==> run_1/io_fan.png <==
Drawn at 4 px/um.
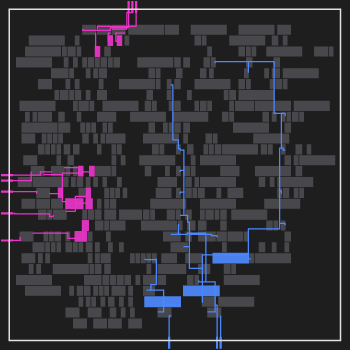
==> run_1/placement.png <==
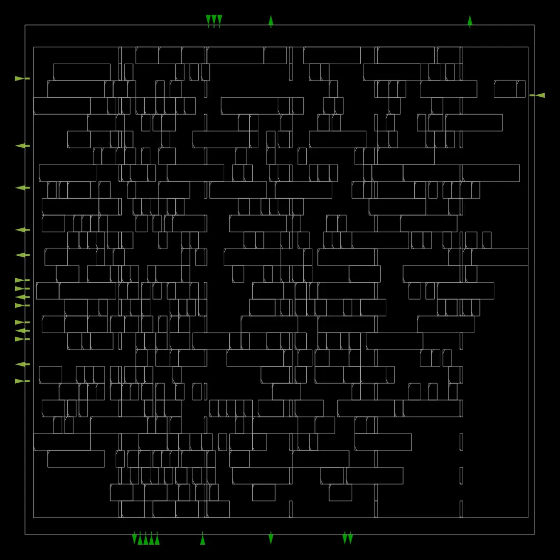
==> run_1/layer_met1.png <==
Drawn at 6 px/um. Supply wires on this layer in gray. Cells faint in the background.
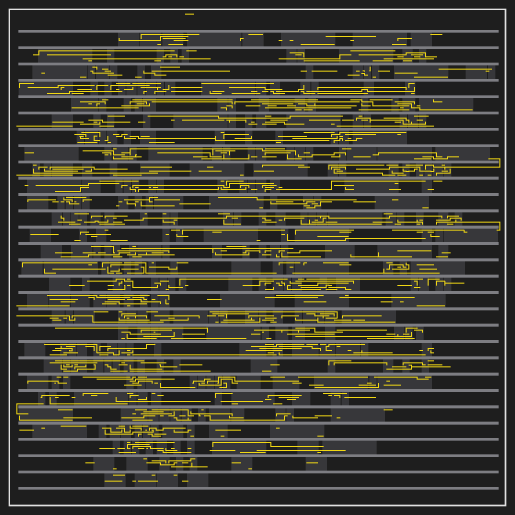
`config.mk`:
```
export PLATFORM = sky130hd
export DESIGN_NAME = branch_unit
export DESIGN_NICKNAME = d
export VERILOG_FILES = /design/src/rtl/branch_unit.sv
export SDC_FILE = /design/constraint.sdc
export NUM_CORES = 1
export LEC_CHECK = 0
export ABC_AREA = 1
export CORE_UTILIZATION = 40
export DETAILED_ROUTE_END_ITERATION = 10
export SYNTH_ARGS = -nofsm -noshare
export SYNTH_HDL_FRONTEND = slang
export SYNTH_SLANG_ARGS = --single-unit
```
`constraint.sdc`:
```
create_clock -name clk -period 6.7 [get_ports clk]
set_clock_uncertainty 0.1 [all_clocks]
set_input_delay 1.34 -clock clk [delete_from_list [all_inputs] [get_ports clk]]
set_output_delay 1.34 -clock clk [all_outputs]
set_load 0.01 [all_outputs]
```
`src/rtl/branch_unit.sv`:
```
// Program counter, conditional jump evaluation and a small CALL/RET return-address stack.
// All state updates on the rising edge of clk; res clears everything asynchronously.
module branch_unit #(
  parameter int NumStatusBits = 2,
  parameter int PcWidth       = 8,
  parameter int StackDepth    = 4
) (
  input  logic                          clk,
  input  logic                          res,
  input  logic                          en,
  input  logic [2:0]                    op,
  input  logic [PcWidth-1:0]            target,
  input  logic [NumStatusBits-1:0]      status,
  output logic [PcWidth-1:0]            pc,
  output logic                          taken,
  output logic [$clog2(StackDepth):0]   depth,
  output logic                          stack_err
);

  localparam int AddrWidth  = $clog2(StackDepth);
  localparam int DepthWidth = AddrWidth + 1;

  localparam logic [2:0] OP_NOP  = 3'd0;
  localparam logic [2:0] OP_JMP  = 3'd1;
  localparam logic [2:0] OP_JZ   = 3'd2;
  localparam logic [2:0] OP_JNZ  = 3'd3;
  localparam logic [2:0] OP_JC   = 3'd4;
  localparam logic [2:0] OP_JNC  = 3'd5;
  localparam logic [2:0] OP_CALL = 3'd6;
  localparam logic [2:0] OP_RET  = 3'd7;

  logic [PcWidth-1:0]    stack [StackDepth];
  logic [PcWidth-1:0]    pc_inc;
  logic [PcWidth-1:0]    pc_next;
  logic [DepthWidth-1:0] depth_next;
  logic                  taken_next;
  logic                  err_next;
  logic                  push;
  logic                  stack_full;
  logic                  stack_empty;
  logic [AddrWidth-1:0]  push_idx;
  logic [AddrWidth-1:0]  pop_idx;
  logic                  flag_z;
  logic                  flag_c;

  // Only Z and C are meaningful; wider status buses carry bits this unit ignores.
  generate
    if (NumStatusBits > 2) begin : g_status_hi
      logic unused_status_hi;
      assign unused_status_hi = ^status[NumStatusBits-1:2];
    end
  endgenerate

  assign flag_z      = status[0];
  assign flag_c      = status[1];
  assign pc_inc      = pc + PcWidth'(1);
  assign stack_full  = (depth == DepthWidth'(StackDepth));
  assign stack_empty = (depth == '0);
  assign push_idx    = depth[AddrWidth-1:0];
  assign pop_idx     = push_idx - AddrWidth'(1);

  always_comb begin
    pc_next    = pc;
    depth_next = depth;
    taken_next = 1'b0;
    err_next   = stack_err;
    push       = 1'b0;
    if (en) begin
      pc_next = pc_inc;
      case (op)
        OP_NOP: ;
        OP_JMP: begin
          pc_next    = target;
          taken_next = 1'b1;
        end
        OP_JZ, OP_JNZ, OP_JC, OP_JNC: begin
          if ((op == OP_JZ  &&  flag_z) || (op == OP_JNZ && !flag_z) ||
              (op == OP_JC  &&  flag_c) || (op == OP_JNC && !flag_c)) begin
            pc_next    = target;
            taken_next = 1'b1;
          end
        end
        OP_CALL: begin
          if (stack_full) begin
            err_next = 1'b1;
          end else begin
            push       = 1'b1;
            depth_next = depth + DepthWidth'(1);
            pc_next    = target;
            taken_next = 1'b1;
          end
        end
        OP_RET: begin
          if (stack_empty) begin
            err_next = 1'b1;
          end else begin
            depth_next = depth - DepthWidth'(1);
            pc_next    = stack[pop_idx];
            taken_next = 1'b1;
          end
        end
        default: ;
      endcase
    end
  end

  always_ff @(posedge clk or posedge res) begin
    if (res) begin
      pc        <= '0;
      depth     <= '0;
      taken     <= 1'b0;
      stack_err <= 1'b0;
      for (int i = 0; i < StackDepth; i++) stack[i] <= '0;
    end else begin
      pc        <= pc_next;
      depth     <= depth_next;
      taken     <= taken_next;
      stack_err <= err_next;
      if (push) stack[push_idx] <= pc_inc;
    end
  end

endmodule
```
==> Slide: Implementation Results, run 1 <==
Flow Results at a Glance

Outcome
  • Status: finished clean

Power
  • Switching power summed over all nets: 0.000493 W
  • Clock power frac: 15.2%
  • PD cells: 380 nW/um2
  • VDD IR max: 0.178 mV
  • Sw Ratio: 43.1%
  • Reg power frac: 40.7%
  • LEAKAGE: 1.47 nW
  • Gate power share: 44.1%
  • P_int: 0.000650 W

Drt
  • Avg WL per Cell: 13.5 um
  • Drt drc: 0
  • TritonRoute pass-1 iters: 5
  • Vias per cell: 5.00
  • DR iter-0 viols: 149
  • Detail Route Antenna Nets: 0

Global route
  • First-pass GRT wire length: 9.98 mm
  • Gr ovfl total: 0
  • Vias in the first global route: 2001
  • Initial antenna violation count: 0
  • Pin count of the biggest net entering global routing: 46
  • Total GRT Usage: 20.0%

Final layout
  • Most frequent cells in the layout: nand2_1 (115), dfrtp_1 (45), nand3_1 (39), inv_1 (31), clkdlybuf4s50_1 (28)
  • Post-route design area: 3000 um2
  • NumNets Final: 397
  • Most frequent logic cell in the layout: nand2_1
  • Layout cells sized above 1: 7.20%
  • Area Growth Syn to Fin: 16.0%
  • # diodes: 0

Yosys
  • Synth warn: 0
  • Async SR Flop Fraction: 100%
  • Mean post-synth cell area: 7.42 um2
  • Post-synth EDFFs: 0
  • Main flop type: dfrtp_1
  • Yosys chip area: 2590 um2
  • Share of the yosys chip area belonging to registers: 43.5%
  • Yosys cell count: 349
  • Mapped Area: 2590 um2
  • #FFs+latches synth: 45
  • Netlist cell types: 31
  • Post-Syn Instances: 349
  • Nets at Floorplan: 372

Setup path
  • R2r setup slk: 3.63 ns
  • Slowest CP cell: dfrtp_1
  • Crit start category: flop
  • CP top delay family: flip-flops
  • CP max stage delay: 0.80 ns
  • Crit Path Category: flop to output port
  • Crit path cell chain: clkdlybuf4s50_1
  • RR Endpoint: pc[0]$_DFFE_PP0P_
  • Critical path buffers and inverters: 1
  • RR Startpoint: depth[0]$_DFFE_PP0P_
  • Critical Path Fanout Max: 22
  • Worst setup EP type: output port
  • Crit path required time: 5.26 ns
  • Critical path arrival: 1.77 ns
  • CP Launch Point: depth[0]$_DFFE_PP0P_
  • FF-to-FF path depth: 9

Final timing
  • Period utilisation layout: 47.9%
  • Max-slew violations: 0
  • Slew HR: 36.7%
  • # setup viols final: 0
  • Final min period: 3.21 ns
  • Slew @ Worst Pin: 0.949 ns
  • RSZ-0062 raised after global routing: false
  • Final setup TNS: 0 ns
  • Max frequency: 0.312 GHz
  • Endpoints failing hold: 0

Place
  • GPL Wtd Cong: 0.845
  • Detailed-placement wirelength estimate: 4.43 mm
  • Placed cell areas: 2910 um2

Hold path
  • WHS Endpoint: stack[15]$_DFFE_PP0P_
  • HP Start: stack[15]$_DFFE_PP0P_
  • Worst Hold Class: flop to flop
  • Worst hold stages: 2

CTS
  • Clk slew on worst S/H paths: 0.09 ns
  • Post-CTS Resized: 0
  • Clock Tree Buf Depth: 2
  • Hold buffers post-CTS: 0
  • Post-CTS Setup Bufs: 0
  • Clock root buffer: clkbuf_8
  • Latency at later pin: 0.30 ns
  • Total CTS buffers: 5
  • TritonCTS clock tree: built
  • CTS H-Tree Depth: 2
  • Clk sinks: 45

Floorplanning
  • Chip width: 82.4 um
  • Core Util at FP: 42.5%
  • Die Y-Extent: 82.4 um
  • # rows: 28
  • Die ar.: 6800 um2

Flow run
  • Max_cap viols: 0
  • Tool warnings: 29
-- io_fan.png (at the start) --
| color | port | bits | direction | end cells | buffers | wire |
|---|---|---|---|---|---|---|
| magenta | `target` | 8 | input | 13 | 8 | 149 um |
| blue | `depth` | 3 | output | 3 | 3 | 259 um |
IO Port Bufs: 28
Ports: 29

-- placement.png (at the start) --
core area: 6100 um2
Layout Utilization: 49.3%
Seq/total area: 37.5%
fillcell total: 631

-- layer_met1.png (at the start) --
share of all routed wire: 51%
longest straight run: 28.5 um
nets with wire on the layer: 359
main direction: horizontal
wire length on this layer: 3100 um
met1 usage: 29.6%
DR vias: 2252
Total Wirelength: 6.07 mm

run 1: how the worst max path moves through the flow:
stage / endpoint / slack (ns) / cells past startpoint
2_1_floorplan: depth[2]$_DFFE_PP0P_ / 3.98 / 6
3_5_place_dp: stack[5]$_DFFE_PP0P_ / 3.23 / 5
5_1_grt: depth[0] / 3.36 / 1
4_1_cts: depth[0] / 3.47 / 1
3_3_place_gp: stack[13]$_DFFE_PP0P_ / 3.29 / 5
6_report: depth[0] / 3.49 / 1
run 1: per-stage QoR:
stage	setup slack (ns)	hold slack, ns	total power, W	std cells	util, %
final	3.49	0.392	0.00114	450	49.3
after CTS	3.47	0.398	0.00115	450	49.3
after global routing	3.36	0.415	0.00124	450	49.3
after global placement	3.29	0.368	0.000967	442	47.8
after detailed placement	3.23	0.374	0.000970	442	47.8
after floorplan	3.98	0.353	0.000790	349	-
run 1: per-layer routing:
layer  routed length [um]  track usage [%]  part of all wire, %  up-vias
met5                    0                0                    0        -
met4                  104             7.19                  1.7        0
met3                  246             3.63                  4.1       11
met2                 2620             29.0                   43       50
met1                 3100             29.6                   51     1023
li1                     -                -                    -     1168
run 1: flip-flops by register name, summed over array words and instances, names as in the netlist:
register   count
stack_err      1
depth          3
taken          1
stack         32
pc             8
run 1: final cells by class:
class | count | area [um2] | area share, %
clock buffer | 5 | 68.8 | 2.29
clock inverter | 3 | 21.3 | 0.708
inverter | 33 | 124 | 4.12
multi-input combinational | 261 | 1290 | 42.9
sequential | 45 | 1130 | 37.5
tap | 75 | 93.8 | 3.12
timing repair buffer | 28 | 280 | 9.33
run 1: kinds of logic after synthesis:
family                   Yosys count  synth area share (%)
multiplexers                       3                  1.30
adder cells (fa/ha/maj)            7                  3.67
AND/OR/NAND/NOR                  198                  33.5
buffers and inverters             43                  6.67
XOR/XNOR                           4                  1.35
flip-flops                        45                  43.5
AND-OR/OR-AND                     49                  10.0
run 1: power groups by stage:
stage / Clock (W) / Sequential [W] / Combinational, W
after floorplan: 0 / 0.000449 / 0.000341
after global placement: 0 / 0.000471 / 0.000496
after detailed placement: 0 / 0.000469 / 0.000501
after CTS: 0.000179 / 0.000466 / 0.000503
after global routing: 0.000188 / 0.000484 / 0.000567
final: 0.000173 / 0.000465 / 0.000504
run 1: Yosys cell counts, types with 2 or more instances:
cell type,n,share of area (%)
nand2_1,115,17
dfrtp_1,45,43
nand3_1,39,7.5
inv_1,32,4.6
nor2_1,27,3.9
o21ai_0,19,3.7
o21ai_1,18,3.5
a21oi_1,6,1.2
buf_2,6,1.2
ha_1,6,2.9
nand2_2,4,0.97
or2_2,4,0.97
clkbuf_1,3,0.43
nor2_4,3,1.3
xor2_1,3,1.0
mux2_1,2,0.87
nand3_2,2,0.77
nand4_1,2,0.48
==> run_1/sizes.png <==
Drawn at 4 px/um.
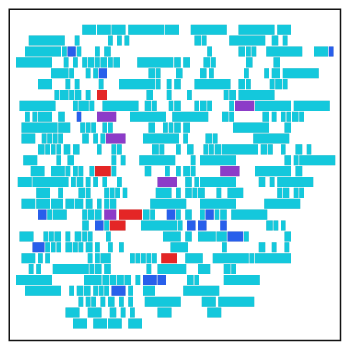

--- run 2 (diff from run 1) ---
- clock period: 6.7 -> 2.6 ns (I/O delays scaled with it)
==> run_2/sizes.png <==
Drawn at 4 px/um.
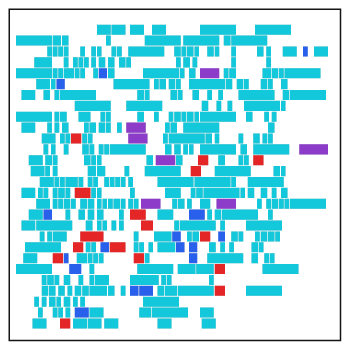
| color | size | cells |
|---|---|---|
| red | _3 and _4 cells | 16 |
| purple | _6 and larger | 7 |
| blue | _2 cells | 16 |
| cyan | _0 and _1 cells | 348 |
post-route design area: 3110 um2
nonclk buf count: 40
post-route worst setup slack: 0.494 ns

==> Slide: Implementation Results, run 2 <==
Flow Results at a Glance

CTS
  • CTS H-Tree Depth: 2 (unchanged)
  • Hold buffers post-CTS: 0 (unchanged)
  • Total CTS buffers: 5 (unchanged)
  • Latency at later pin: 0.30 ns (about the same)
  • Clock root buffer: clkbuf_8 (unchanged)
  • TritonCTS clock tree: built (unchanged)
  • Post-CTS Resized: 0 (unchanged)
  • Post-CTS Setup Bufs: 0 (unchanged)
  • Clock Tree Buf Depth: 2 (unchanged)
  • Clk slew on worst S/H paths: 0.08 ns (was 0.09 ns)
  • Clk sinks: 45 (unchanged)

Drt
  • DR iter-0 viols: 142 (was 149)
  • Total Wirelength: 6.28 mm (was 6.07 mm)
  • Drt drc: 0 (unchanged)
  • DR vias: 2308 (was 2252)
  • Vias per cell: 5.00 (about the same)
  • Detail Route Antenna Nets: 0 (unchanged)
  • Avg WL per Cell: 13.6 um (was 13.5 um)
  • TritonRoute pass-1 iters: 4 (was 5)

Yosys
  • Nets at Floorplan: 372 (unchanged)
  • Yosys chip area: 2590 um2 (unchanged)
  • Mean post-synth cell area: 7.42 um2 (unchanged)
  • #FFs+latches synth: 45 (unchanged)
  • Share of the yosys chip area belonging to registers: 43.5% (unchanged)
  • Post-synth EDFFs: 0 (unchanged)
  • Mapped Area: 2590 um2 (unchanged)
  • Async SR Flop Fraction: 100% (unchanged)
  • Top cell area share: 43.5% (unchanged)
  • Netlist cell types: 31 (unchanged)
  • Main flop type: dfrtp_1 (unchanged)
  • Top cells by count, synth: nand2_1 (115), dfrtp_1 (45), nand3_1 (39) (unchanged)
  • Count leader, synth: nand2_1 (unchanged)
  • Post-Syn Instances: 349 (unchanged)
  • Synth warn: 0 (unchanged)
  • Synth area leaders: dfrtp_1 (43%), nand2_1 (17%), nand3_1 (7.5%) (unchanged)
  • Yosys cell count: 349 (unchanged)
  • Cell type with the largest total area: dfrtp_1 (unchanged)

Flow run
  • Tool warnings: 29 (unchanged)
  • Max_cap viols: 0 (unchanged)

Power
  • P_int: 0.00175 W (was 0.000650 W)
  • Sw Ratio: 41.9% (was 43.1%)
  • PD cells: 970 nW/um2 (was 380 nW/um2)
  • Reg power frac: 38.2% (was 40.7%)
  • Clock power frac: 15.4% (was 15.2%)
  • Switching power summed over all nets: 0.00127 W (was 0.000493 W)
  • LEAKAGE: 1.54 nW (was 1.47 nW)
  • Gate power share: 46.4% (was 44.1%)
  • VDD IR max: 0.480 mV (was 0.178 mV)

Floorplanning
  • # rows: 28 (unchanged)
  • Ports: 29 (unchanged)
  • Core Util at FP: 42.5% (unchanged)
  • Die ar.: 6800 um2 (unchanged)
  • Die Y-Extent: 82.4 um (unchanged)
  • Core area: 6100 um2 (unchanged)
  • Chip width: 82.4 um (unchanged)

Global route
  • Total GRT Usage: 21.0% (was 20.0%)
  • Vias in the first global route: 2181 (was 2001)
  • Initial antenna violation count: 0 (unchanged)
  • Gr ovfl total: 0 (unchanged)
  • Pin count of the biggest net entering global routing: 26 (was 46)
  • First-pass GRT wire length: 10.6 mm (was 9.98 mm)

Final timing
  • Period utilisation layout: 81.0%
  • RSZ-0062 raised after global routing: false (unchanged)
  • Slew HR: 66.8% (was 36.7%)
  • Endpoints failing hold: 0 (unchanged)
  • Slew @ Worst Pin: 0.498 ns (was 0.949 ns)
  • Max frequency: 0.475 GHz
  • Final setup TNS: 0 ns (unchanged)
  • # setup viols final: 0 (unchanged)
  • Final min period: 2.11 ns
  • Max-slew violations: 0 (unchanged)

Place
  • GPL Wtd Cong: 0.868 (was 0.845)
  • Pre-CTS WS: 0.218 ns (was 3.23 ns)
  • Placed cell areas: 3020 um2 (was 2910 um2)
  • IO Port Bufs: 28 (unchanged)
  • Detailed-placement wirelength estimate: 4.58 mm (was 4.43 mm)

Outcome
  • Status: finished clean (unchanged)

Final layout
  • Fillcell total: 620 (was 631)
  • # diodes: 0 (unchanged)
  • Largest registers: stack x32, pc x8, depth x3 (unchanged)
  • Max FFs per register: 32 (unchanged)
  • Layout cells sized above 1: 10.1% (was 7.20%)
  • Most flop-heavy register: stack (unchanged)
  • Most frequent cells in the layout: nand2_1 (115), dfrtp_1 (45), nand3_1 (39), inv_1 (31), clkdlybuf4s50_1 (28) (unchanged)
  • Most frequent logic cell in the layout: nand2_1 (unchanged)
  • Area Growth Syn to Fin: 20.3% (was 16.0%)
  • NumNets Final: 409 (was 397)

Hold path
  • Worst Hold Class: flop to flop (unchanged)

Setup path
  • Critical Path Fanout Max: 21 (was 22)
  • Crit Path Category: flop to output port (unchanged)
  • Crit start category: flop (unchanged)
  • Critical path arrival: 1.49 ns (was 1.77 ns)
  • Crit path required time: 1.98 ns (was 5.26 ns)
  • Worst setup EP type: output port (unchanged)
-- run 2: cell count changes in the layout (fill, tap and decap cells not counted), sizes merged --
cell	change
clkinvlp	-1
buf	+12
clkinv	+1
inv	-1
clkbuf	+1
-- run 2: worst max-delay path, cell delays in order, from the launching register on --
cell and delay [ns]:
dfrtp_1 0.35, buf_4 0.26, clkdlybuf4s50_1 0.58
-- run 2: logic make-up (layout without fill, tap and decap cells) --
kind of cell,count (synthesis),in the layout,synth area share (%)
adder cells (fa/ha/maj),7,7,3.67
buffers and inverters,43,81,6.67
AND-OR/OR-AND,49,49,10.0
multiplexers,3,3,1.30
flip-flops,45,45,43.5
AND/OR/NAND/NOR,198,198,33.5
XOR/XNOR,4,4,1.35
-- run 2: cell type report --
type                    count  area [um2]  share of cell area (%)
flip-flops and latches     45        1130                    36.2
well taps                  75        93.8                    3.01
repair buffers             40         383                    12.3
inverters                  33         124                    3.98
multi-input cells         261        1290                    41.4
clock inverters             2        13.8                   0.442
clock buffers               6        82.6                    2.65
-- run 2: per-layer routing --
layer  part of all wire, %  track usage [%]  up-vias
met4                   1.1             6.14        0
li1                      -                -     1195
met3                   4.0             3.74        6
met2                    43             32.0       45
met1                    52             30.3     1062
met5                     0                0        -
-- run 2: path summary, 6_finish.rpt --
path	from	endpoint	slack, ns	cells past startpoint
worst max-delay path	depth[0]$_DFFE_PP0P_	depth[0]	0.49	2
worst min-delay path	stack[20]$_DFFE_PP0P_	stack[20]$_DFFE_PP0P_	0.39	2
min in group asynchronous	res	stack[4]$_DFFE_PP0P_	0.46	2
max in group asynchronous	res	stack_err$_DFFE_PP0P_	1.43	3
worst max register to register	depth[1]$_DFFE_PP0P_	stack[7]$_DFFE_PP0P_	0.59	8
worst min register to register	stack[20]$_DFFE_PP0P_	stack[20]$_DFFE_PP0P_	0.39	2
-- run 2: power by group through the flow --
stage               Sequential, W  Combinational [W]  Clock (W)
finish                    0.00115            0.00140   0.000465
global route              0.00119            0.00159   0.000501
CTS                       0.00115            0.00141   0.000472
detailed placement        0.00116            0.00140          0
global placement          0.00116            0.00141          0
floorplan                 0.00116           0.000878          0
-- run 2: through the flow --
| step | hold slack, ns | utilization [%] | cells | power [W] |
|---|---|---|---|---|
| finish | 0.395 | 51.1 | 462 | 0.00302 |
| global route | 0.413 | 51.1 | 462 | 0.00328 |
| CTS | 0.398 | 51.1 | 462 | 0.00303 |
| detailed placement | 0.375 | 49.5 | 454 | 0.00256 |
| global placement | 0.367 | 49.5 | 454 | 0.00257 |
| floorplan | 0.353 | - | 349 | 0.00204 |
Power figures rest on the tool's default switching activity, not on a simulated workload.
